==> config.mk <==
export PLATFORM = sky130hd
export DESIGN_NAME = seq_div
export DESIGN_NICKNAME = d
export VERILOG_FILES = /design/src/rtl/div_pkg.sv /design/src/rtl/div_step.sv /design/src/rtl/fa.sv /design/src/rtl/seq_div.sv
export SDC_FILE = /design/constraint.sdc
export NUM_CORES = 1
export LEC_CHECK = 0
export ABC_AREA = 1
export CAP_MARGIN = 20
export CORE_UTILIZATION = 31
export DETAILED_ROUTE_END_ITERATION = 8
export GPL_TIMING_DRIVEN = 0
export SLEW_MARGIN = 20
export SYNTH_ARGS = -nofsm -noshare
export SYNTH_HDL_FRONTEND = slang
export SYNTH_SLANG_ARGS = --single-unit
==> constraint.sdc <==
create_clock -name clk -period 5.5 [get_ports clk]
set_clock_uncertainty 0.2 [all_clocks]
set_input_delay 0.55 -clock clk [delete_from_list [all_inputs] [get_ports clk]]
set_output_delay 0.55 -clock clk [all_outputs]
set_load 0.05 [all_outputs]
Run 1, cells by drive strength:
Scale bar: 20 um.
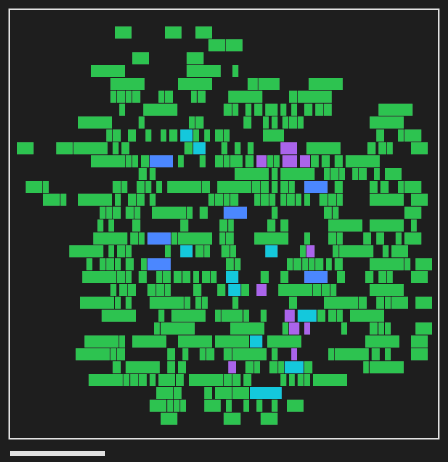
legend:
  x3 and x4:
    colour: cyan
    cells: 10
    share: 2.6%
    most_used: buf_4
  x6 and larger:
    colour: blue
    cells: 6
    share: 1.6%
    most_used: clkbuf_8
  x1 and smaller:
    colour: green
    cells: 354
    share: 93%
    most_used: inv_1
  x2:
    colour: purple
    cells: 11
    share: 2.9%
    most_used: nand2_2
count of plain and timing-repair buffers: 53
final setup margin: 1000 ps
fin area: 3000 sq um

Run 1, clock network drawn from the DEF:
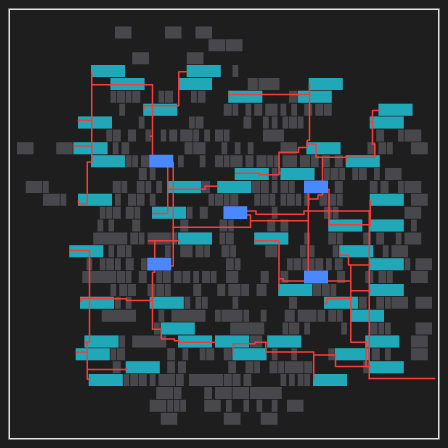
legend:
  flip-flops:
    colour: cyan
    count: 48
  clock wires:
    colour: red
    length: 625 um
  clock-net drivers:
    colour: blue
    count: 5
routed clock nets: 6
flops lie: widely spread
clock power share: 0.240
Late-Pin Clk Latency: 300 ps
P_clk: 0.000218 W

Run 1, placement view:
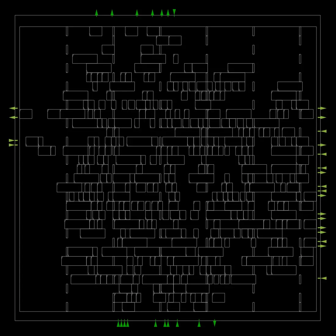
Flop Count: 48
# fillers: 776

Run 1, wire density map:
18 x 18 tiles, from dark blue (low) to red (high), scaled to the fullest tile. Values are wire area over tile area, all layers added.
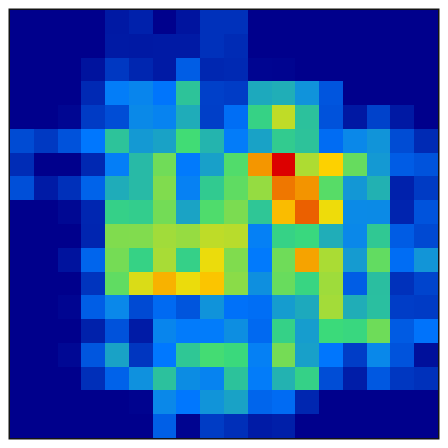
nearly empty tiles: 30%
tiles over half the peak: 14%
densest ninth of the die: centre
mean over tiles: 0.12
DR vias: 2306
mean routed wirelength per cell: 12.6 um
gr usage total: 0.159

==> Changelog: implementation, run 1 <==
### Metrics

* Outcome: completed
* Comb. pwr at 0.000285 W
* Largest net degree at the start of global routing at 14
* IO Pins at 38
* Top Usage Layer GRT: met2
* Clock Sinks at approximately 48
* Fin crit period at 4500 ps
* Post-synth seq share at 0.396
* Yosys aoi share at 0.183
* Max Cap Viol at 0
* Simple-Gate Area Share at 0.229
* Worst hold slack at 250 ps
* Antenna diode count at 0
* Clock root cell: clkbuf_8
* GR Util met1 at 0.205
* Total negative setup slack at 0 ps
* Length of routed met2 wiring at roughly 2800 um
* Most frequent cells in the layout: 50 x inv_1, 48 x dfxtp_1, 46 x a21oi_1
* XOR/XNOR Area Share at 0
* Num CTS Buffers at 5
* Gr ovfl total at 0
* Pwr Density at 303 nW/um^2
* Mux frac, synth at 0
* Int Power at between 0.0005 and 0.0006 W
==> run 1: metrics by stage <==
stage / instances / power, W / util / cell area (sq um)
after floorplan: 337 / 0.000612 / - / 2420
after CTS: 480 / 0.000917 / 0.405 / 3000
final: 480 / 0.000909 / 0.405 / 3000
after detailed placement: 472 / 0.000700 / 0.393 / 2910
after global placement: 472 / 0.000695 / 0.393 / 2910
after global routing: 480 / 0.000973 / 0.405 / 3000
==> run 1: layout make-up <==
cell class,count,area [sq um],area share
clock buffer,8,90.1,0.0301
buffer,17,92.6,0.0309
inverter,52,195,0.0651
multi-input combinational,220,1170,0.392
sequential,48,961,0.321
tap,99,124,0.0413
timing repair buffer,36,360,0.120
==> run 1: tightest hold or removal path: stages, from the launching register on <==
cell,delay (ps)
dfxtp_1,320
inv_1,40
a21oi_1,50
Run 1, where the registers sit:
Scale bar: 20 um. Other sequential cells in the stronger grey, the rest of the logic in the fainter grey.
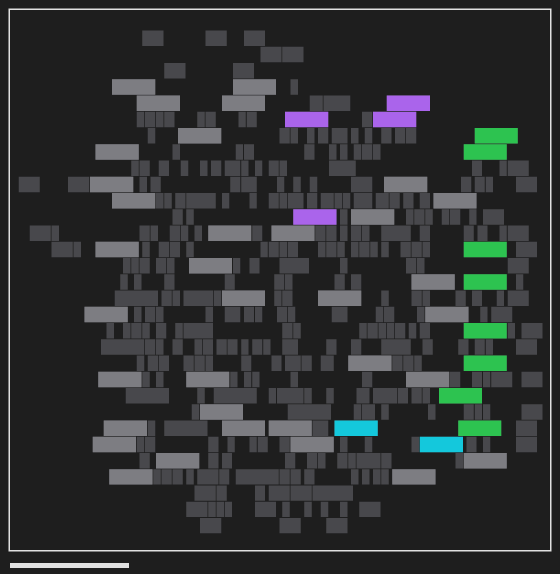

--- run 2 (diff from run 1) ---
Clock period 5.5 ns to 4.6 ns, I/O delays scaled along.
Run 2, where the registers sit:
Scale bar: 20 um. Other sequential cells in the stronger grey, the rest of the logic in the fainter grey.
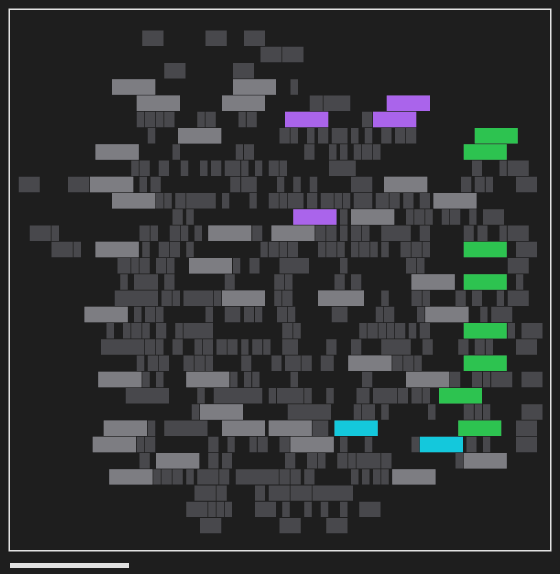
legend:
  state_reg:
    colour: cyan
    flops: 2
  quotient:
    colour: green
    flops: 8
  cnt_reg:
    colour: purple
    flops: 4
sequential logic power: 0.000485 W
Final Core Density: 0.407
flop share of the area: 0.319
Reg area: 962 sq um

Run 2, clock network drawn from the DEF:
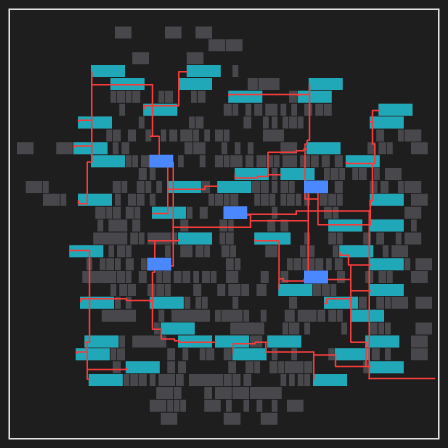
legend:
  clock-net drivers:
    colour: blue
    count: 5
  clock wires:
    colour: red
    length: 626 um
  flip-flops:
    colour: cyan
    count: 48
routed clock nets: 6
clock power share: 0.239
P_clk: 0.000261 W

==> Changelog: implementation, run 2 <==
### Metrics

* Max Cap Viol at 0
* Crit end category: flop
* Post-synth seq share at 0.396
* DR vias at 2296
* Gr usage total at 0.159
* Num CTS Buffers at 5
* DR pass1 iterations at 4
* DP Area at roughly 2900 sq um
* Final setup margin at 286 ps
* Area grow syn2layout at 24.3%
* CP Max Fanout at 3
* Fin area at roughly 3000 sq um
* Mean routed wirelength per cell at roughly 13 um
* Synthesized area per cell at between 7 and 8 sq um
* Most frequent cells in the layout: 50 x inv_1, 47 x dfxtp_1, 46 x a21oi_1
* XOR/XNOR Area Share at 0
* # rows at 31
* Max-slew headroom at 0.651
* Late-Pin Clk Latency at approximately 300 ps
* Clock Sinks at 48
* Gr ovfl total at 0
* Fin. max-slew vios at 0
* Worst hold slack at roughly 250 ps
* PortBufs at 36
* DP Cell Count at ~470
* Main logic family: simple AND/OR/NAND/NOR gates
* Simple-Gate Area Share at 0.229
* Total negative setup slack at 0 ps
* Outcome: completed
* IO Pins at 38
* Cell-by-cell trace of the critical path: inv_1 -> ha_1 -> fa_1 -> fa_1 -> fa_2 -> fa_1 -> fa_1 -> fa_1 -> inv_1 -> fa_1 -> nand3_1 -> nand2_1 -> nor2_1 -> nand3_1 -> nand2_1 -> nor2_1
* Stages on the worst setup path at 16
* Tot Pwr at around 0.0011 W
* Largest net degree at the start of global routing at 14
==> run 2: cell counts in the layout (fill, tap and decap cells not counted) <==
No cell type changed its count.
==> run 2: final cells by class <==
class	instances	area, sq um
fill	773	4400
multi-input combinational	220	1190
sequential	48	962
timing repair buffer	36	360
inverter	52	195
tap	99	124
buffer	17	92.6
clock buffer	8	90.1
==> run 2: layer usage <==
metal	GRT usage	vias up	wire length (um)
met5	0	-	0
met4	0.0685	0	155
met3	0.0328	16	298
met2	0.255	64	2730
met1	0.205	1046	2870
li1	-	1170	-
==> run 2: repair_timing <==
item / CTS / global route
setup buffers: 0 / 0
resized: 0 / 5
endpoints found under the setup margin: 0 / 15
==> run 2: report_power, final <==
group	internal, W	switching, W	total [W]
logic	0.000125	0.000221	0.000347
registers	0.000456	0.0000282	0.000485
clock network	0.000123	0.000138	0.000261
Power and IR drop assume default switching activity.
